Figure 1. I/O nets highlighted (run 1).
Drawn at 6 px/um.
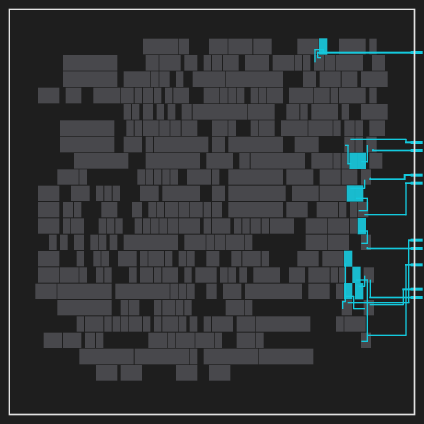
Figure 2. Pin placement (run 1).
Drawn at 4 px/um. Pins as bars across the die edge, other pins in grey.
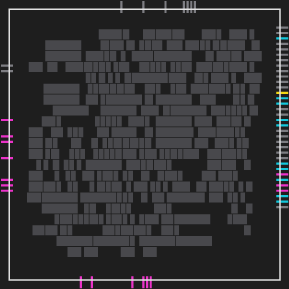
Figure 3. Sequential cells coloured by netlist name (run 1).
Drawn at 4 px/um. Other cells in grey.
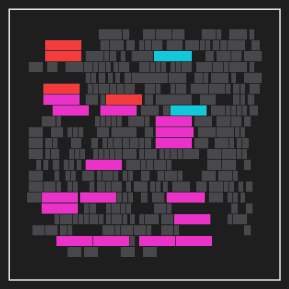
==> config.mk <==
export PLATFORM = sky130hd
export DESIGN_NAME = pc_sequencer
export DESIGN_NICKNAME = d
export VERILOG_FILES = /design/src/rtl/pc_sequencer.sv
export SDC_FILE = /design/constraint.sdc
export NUM_CORES = 1
export LEC_CHECK = 0
export ABC_AREA = 1
export CAP_MARGIN = 15
export CORE_MARGIN = 4
export CORE_UTILIZATION = 45
export CTS_BUF_LIST = sky130_fd_sc_hd__clkbuf_4 sky130_fd_sc_hd__clkbuf_8 sky130_fd_sc_hd__clkbuf_16
export CTS_CLUSTER_DIAMETER = 120
export DETAILED_ROUTE_END_ITERATION = 16
export PLACE_DENSITY = 0.91
export REMOVE_ABC_BUFFERS = 1
export SLEW_MARGIN = 20
export SYNTH_ARGS = -nofsm -noshare
export SYNTH_HDL_FRONTEND = slang
export SYNTH_SLANG_ARGS = --single-unit
export TNS_END_PERCENT = 30
==> constraint.sdc <==
create_clock -name CLK -period 1.8 [get_ports CLK]
set_input_delay 0.36 -clock CLK [delete_from_list [all_inputs] [get_ports CLK]]
set_output_delay 0.36 -clock CLK [all_outputs]
set_load 0.01 [all_outputs]
==> deck_impl_summary.md, run 1 <==
Key Metrics from the Run

Drt
  • Via count: 1680
  • Vias per cell: ~5
  • DR pass1 iterations: 4
  • Initial drt markers: between 40 and 50
  • Final WL: ~4400 um
  • DRT antenna net count: 0
  • Routed len/inst: 13.0 um
  • DRC Markers: 0

Global route
  • Largest net degree at the start of global routing: 23
  • Grt ovf: 0
  • GRT Overall Usage: about a fifth
  • Initial antenna violation count: 0
  • Vias in the first global route: roughly 1600
  • First-pass GRT wire length: a little under 7000 um

CTS
  • CTS Hold Bufs: 0
  • H-tree depth: 1
  • Root Buffer Master: clkbuf_4
  • Clock Tree Buf Depth: 2
  • Num CTS Buffers: 3
  • Worst-path clk slew: roughly 0.12 ns
  • Clk sinks: 22
  • Late-Pin Clk Latency: between 0.3 and 0.4 ns
  • CTS tree: built

Finish
  • Nets: roughly 330
  • Layout Cells excl Fill: 336
  • Largest register FFs: 16
  • Share of cells above drive strength 1: ~22%
  • Fillers: about 290
  • Comb area: 1000 um2
  • Area Growth Syn to Fin: 47.8%
  • N_diodes: 0

Placed design
  • Placed Cells: approximately 330
  • GP Congestion: 0.789
  • DPL Wire Length: 3270 um
  • DP Worst Slack: -0.427 ns

Floorplanning
  • Chip area: 4530 um2
  • Fp util: 47.0%
  • FP Rows: 21
  • Core Footprint: between 3000 and 4000 um2

Timing
  • Fmax: 570 MHz
  • Worst-Margin Slew: ~0.28 ns
  • Final setup viols: 0
  • Tmin final: between 1.5 and 2 ns
  • Worst hold margin: 0.385 ns
  • Fin. Hold Viols: 0
  • Max-slew headroom: around 81%
  • Clock skew: around 0.0095 ns
  • Final cycle utilization of the critical path: slightly below 100%
  • Worst setup margin: between 0.04 and 0.05 ns
  • Max-slew violations: 0

Setup path
  • Crit path depth: 4
  • Crit path launch type: flop
  • CP Class: reg2out
  • Endpoint class of the critical path: primary output
  • Crit-path cells: buf_6 -> ha_2 -> or2_4 -> buf_6
  • Crit path DRT: around 1.4 ns
  • Most frequent CP cell: buf_6
  • WP data arrival: around 1.4 ns
  • R2R Setup Slk: 0.12 ns
  • CP Buf/Inv Count: 2
  • Worst-path fanout max: 3
  • Critical path's top delay family: flip-flops
  • Max incr delay on CP: about 0.43 ns
  • Slowest CP cell: dfrtp_1
  • FF-to-FF path depth: 7

Synth
  • Post-synthesis instance total: ~220
  • Main area contributors: dfrtp_1 35%, nand2_1 17%, nor2_1 8.8%
  • Adder Area Share: approximately 6.3%
  • Ys cells: 221
  • Main logic family: simple AND/OR/NAND/NOR gates
  • Most used flip-flop cell: dfrtp_1
  • YS chip area: between 1500 and 2000 um2
  • Post-synth top area cell: dfrtp_1
  • Simple share: a little under two fifths
  • Most common cell in the synthesized netlist: nand2_1
  • Top area contributor share: around a third
  • Mux frac, synth: 0%
  • Post-synthesis cell type count: 28
  • Post-synth ARST share: 100%
  • Yosys warns: 0
  • Mapped Area: about 1600 um2
  • Flops after synth: 22
  • Sequential element share of the synthesized area: roughly a third
  • Ao+oa area frac: roughly 11%
  • Number of enable flip-flop cells: 0
  • Avg Inst Size Synth: between 7 and 8 um2
  • Post-synth top cells: 73 x nand2_1, 37 x nor2_1, 22 x dfrtp_1
  • Xor+xnor area frac: under 10%

Power
  • Pwr Total: roughly 2.3 mW
  • Peak VDD IR: 0.633 mV
  • Power density over cell area: slightly below 1000 nW/um2
  • LEAKAGE: 1.04 nW

Run
  • Number of max-cap violations: 0
  • Count of tool warnings: 31

Status
  • Outcome: complete, no violations

Worst hold path
  • HP Class: in2async
-- Figure 1 (at the start) --
legend:
  cyan:
    port: pc_target
    bits: 10
    direction: output
    end_cells: 10
    buffers: 10
    wire: 173 um
PortBufs: 55
# IOs: 56

-- Figure 2 (at the start) --
legend:
  magenta:
    port: cycle_count
    pins: 16
    direction: output
    edge: 7 left, 6 bottom, 3 right
  cyan:
    port: pc_target
    pins: 10
    direction: output
    edge: right
  yellow:
    port: pc_branch_en
    pins: 1
    direction: output
    edge: right
all pins by edge: 34 right, 9 left, 7 top, 6 bottom
Die Width: 67.3 um
die height: 67.3 um

-- Figure 3 (at the start) --
legend:
  red:
    signal: init_cnt
    flops: 4
    where: top left
  cyan:
    signal: state
    flops: 2
  magenta:
    signal: cycle_count
    flops: 16
final core utilization: 69.5%
FF/Latch Area: 554 um2
Seq. pwr: 633 uW

## run 1: layout by cell type (no fill, tap or decap), types with 3 or more instances in the layout
| master | synthesis | layout |
|---|---|---|
| dfrtp_1 | 22 | 19 |
| inv_1 | 16 | 14 |
| nor2_2 | 1 | 5 |
| clkbuf_4 | 0 | 3 |
| clkdlybuf4s50_1 | 0 | 31 |
| o21ai_2 | 10 | 10 |
| a21oi_1 | 3 | 3 |
| buf_2 | 0 | 10 |
| o21bai_1 | 3 | 3 |
| buf_4 | 0 | 11 |
| nor2_1 | 37 | 33 |
| buf_6 | 1 | 5 |
| ha_1 | 8 | 5 |
| o21ai_0 | 5 | 5 |
| nand3_1 | 9 | 9 |
| nand4_1 | 6 | 6 |
| dlymetal6s2s_1 | 0 | 10 |
| nand2_1 | 73 | 72 |
| dfrtp_2 | 0 | 3 |
| xnor2_1 | 3 | 3 |
| xor2_1 | 5 | 5 |
## run 1: timing repair
action,in CTS,in global routing
pin swaps,1,11
gates cloned,1,0
buffers inserted,0,1
endpoints found under the setup margin,27,18
gates resized,58,28
## run 1: power breakdown
| group | internal (mW) | switching [mW] | total [mW] |
|---|---|---|---|
| registers | 0.566 | 0.0671 | 0.633 |
| clock network | 0.0781 | 0.139 | 0.218 |
| logic | 0.632 | 0.804 | 1.44 |
## run 1: through the flow
stage / util, % / cell area [um2] / setup TNS, ns
floorplan: - / 1550 / 0
global placement: 67.0 / 2250 / -4.02
detailed placement: 67.0 / 2250 / -4.96
CTS: 67.4 / 2270 / -0.101
global route: 69.5 / 2340 / -0.0367
finish: 69.5 / 2340 / 0
## run 1: metal layers
layer  up-vias  track usage, %  routed length (um)
met5         -               0                   0
met4         0            3.29                  27
met3         4            5.82                 478
met2        66            34.0                2080
met1       761            22.7                1770
li1        849               -                   -
## run 1: worst reg2reg max path, cell delays in order (launching register included)
cell and delay, ns:
dfrtp_1 0.41, inv_2 0.07, buf_6 0.12, ha_4 0.29
nor2_2 0.07, a21oi_4 0.19, nand3_4 0.23, o21ai_0 0.23
## run 1: final cells by class
cell class,instances,share of cell area [%]
Clock buffer,3,0.964
Inverter,16,2.57
Multi-Input combinational cell,179,42.8
Sequential cell,22,23.7
Tap cell,46,2.46
Timing Repair Buffer,70,27.5
## run 1: kinds of logic after synthesis
| group | Yosys count |
|---|---|
| fa+ha+maj | 8 |
| compound gates | 26 |
| flops | 22 |
| simple gates | 137 |
| buf+inv | 20 |
| xor+xnor | 8 |
==> inputs of run 2 (changes only) <==
--- a/config.mk
+++ b/config.mk
@@ -11,6 +11,7 @@
 export CORE_UTILIZATION = 45
 export CTS_BUF_LIST = sky130_fd_sc_hd__clkbuf_4 sky130_fd_sc_hd__clkbuf_8 sky130_fd_sc_hd__clkbuf_16
 export CTS_CLUSTER_DIAMETER = 120
+export CTS_CLUSTER_SIZE = 30
 export DETAILED_ROUTE_END_ITERATION = 16
 export PLACE_DENSITY = 0.91
 export REMOVE_ABC_BUFFERS = 1
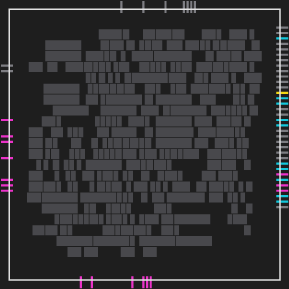
Figure 4: run 2, pin placement.
Drawn at 4 px/um. Pins as bars across the die edge, other pins in grey.
legend:
  cyan:
    port: pc_target
    pins: 10
    direction: output
    edge: right
  yellow:
    port: pc_branch_en
    pins: 1
    direction: output
    edge: right
  magenta:
    port: cycle_count
    pins: 16
    direction: output
    edge: 7 left, 6 bottom, 3 right

==> deck_impl_summary.md, run 2 <==
Key Metrics from the Run

Synth
  • Post-synth top cells: 73 x nand2_1, 37 x nor2_1, 22 x dfrtp_1
  • Post-synthesis instance total: about 220
  • Avg Inst Size Synth: between 7 and 8 um2
  • Most used flip-flop cell: dfrtp_1
  • Most common cell in the synthesized netlist: nand2_1
  • Mapped Area: between 1500 and 2000 um2
  • Post-synthesis cell type count: 28
  • Post-synth top area cell: dfrtp_1
  • YS chip area: between 1500 and 2000 um2
  • Ys cells: approximately 220
  • Top area contributor share: between 30% and 40%
  • Number of enable flip-flop cells: 0

Placed design
  • DPL Wire Length: 3270 um
  • Placed Cells: about 330
  • GP Congestion: approximately 0.8
  • DP Worst Slack: -0.427 ns

Floorplanning
  • # IOs: approximately 56
  • Fp util: 47.0%
  • Die height: about 67 um
  • Core Footprint: about 3400 um2
  • Chip area: around 4500 um2
  • Die Width: between 60 and 70 um
  • FP Rows: 21

Finish
  • Largest register FFs: 16
  • Layout Cells excl Fill: 336
  • Final core utilization: between 60% and 70%
  • N_diodes: 0
  • Area Growth Syn to Fin: 47.8%
  • Dominant logic cell types in the final layout: 72 x nand2_1, 33 x nor2_1, 31 x clkdlybuf4s50_1

CTS
  • Num CTS Buffers: 3
  • Root Buffer Master: clkbuf_4
  • Clock Tree Buf Depth: 2
  • H-tree depth: 1
  • Late-Pin Clk Latency: around 0.31 ns
  • Worst-path clk slew: between 0.1 and 0.15 ns

Power
  • Power density over cell area: a little under 1000 nW/um2

Setup path
  • Worst-path fanout max: 3
  • WP data arrival: approximately 1.4 ns
  • Crit path launch type: flop
  • Slowest CP cell: dfrtp_1
  • R2R Setup Slk: around 0.12 ns
  • Endpoint class of the critical path: primary output
  • Most frequent CP cell: buf_6
  • Max incr delay on CP: 0.43 ns
  • CP Class: reg2out
  • Crit-path cells: buf_6 -> ha_2 -> or2_4 -> buf_6

Drt
  • Routed len/inst: ~13 um
  • Vias per cell: around 5.0
  • DRT antenna net count: 0
  • Initial drt markers: roughly 45
  • Via count: around 1700
  • Final WL: 4350 um
  • DRC Markers: 0

Global route
  • GRT Overall Usage: between 10% and 20%
  • Grt ovf: 0
  • First-pass GRT wire length: roughly 6700 um
  • Vias in the first global route: around 1600
  • Largest net degree at the start of global routing: 23
  • Initial antenna violation count: 0

Timing
  • Worst setup margin: approximately 0.047 ns
  • Final cycle utilization of the critical path: 97.4%
  • Worst-Margin Slew: approximately 0.28 ns
  • Fmax: 570 MHz
  • Max-slew headroom: 81.0%
  • Clock skew: between 0.009 and 0.01 ns

Status
  • Outcome: complete, no violations

Run
  • Count of tool warnings: 31
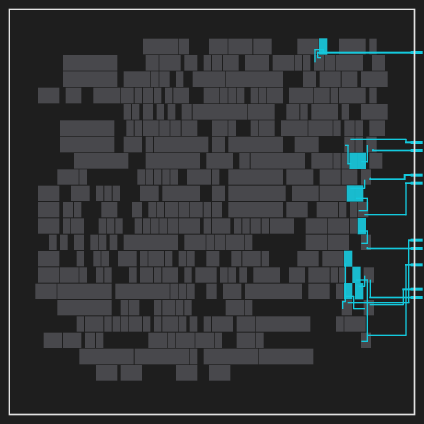
Figure 5: run 2, I/O nets highlighted.
Drawn at 6 px/um.
legend:
  cyan:
    port: pc_target
    bits: 10
    direction: output
    end_cells: 10
    buffers: 10
    wire: 173 um

## run 2: cell counts after synthesis
No cell type changed its count.
## run 2: cell families after synthesis
logic type	Yosys count	synth area share, %
adders and majority gates	8	6.33
and+or+nand+nor	137	37.0
DFF	22	34.8
xor gates and xnor gates	8	4.43
AOI/OAI and AO/OA	26	11.5
buffers and inverters	20	5.93
## run 2: per-stage QoR
step / setup TNS [ns] / cell area [um2]
3_3_place_gp: -4.02 / 2250
2_1_floorplan: 0 / 1550
5_1_grt: -0.0367 / 2340
3_5_place_dp: -4.96 / 2250
6_report: 0 / 2340
4_1_cts: -0.101 / 2270
## run 2: report_power, final
part           switching, mW  internal, mW  leakage (nW)
Combinational          0.804         0.632         0.732
Clock                  0.139        0.0781        0.0138
Sequential            0.0671         0.566         0.295
## run 2: timing repair
action,CTS,global route
endpoints found under the setup margin,27,18
cloned,1,0
hold buffers,0,0
setup buffers,0,1
pin swaps,1,11
resized,58,28
## run 2: area by class of cell
class / count / area (um2)
clock buffer: 3 / 22.5
fill: 289 / 1030
inverter: 16 / 60.1
multi-input combinational: 179 / 1000
sequential: 22 / 554
tap: 46 / 57.6
timing repair buffer: 70 / 643
## run 2: worst max-delay path, delay by kind of cell (launching register included)
kind	cells	cell delay (ns)
adders and majority gates	1	0.17
DFF	1	0.43
buffers and inverters	2	0.26
and+or+nand+nor	1	0.24
## run 2: metal layers
metal	share of wire (%)	global-route usage, %
met3	11	5.82
met2	48	34.0
met5	0	0
met1	41	22.7
met4	0.62	3.29
Power figures rest on the tool's default switching activity, not on a simulated workload.
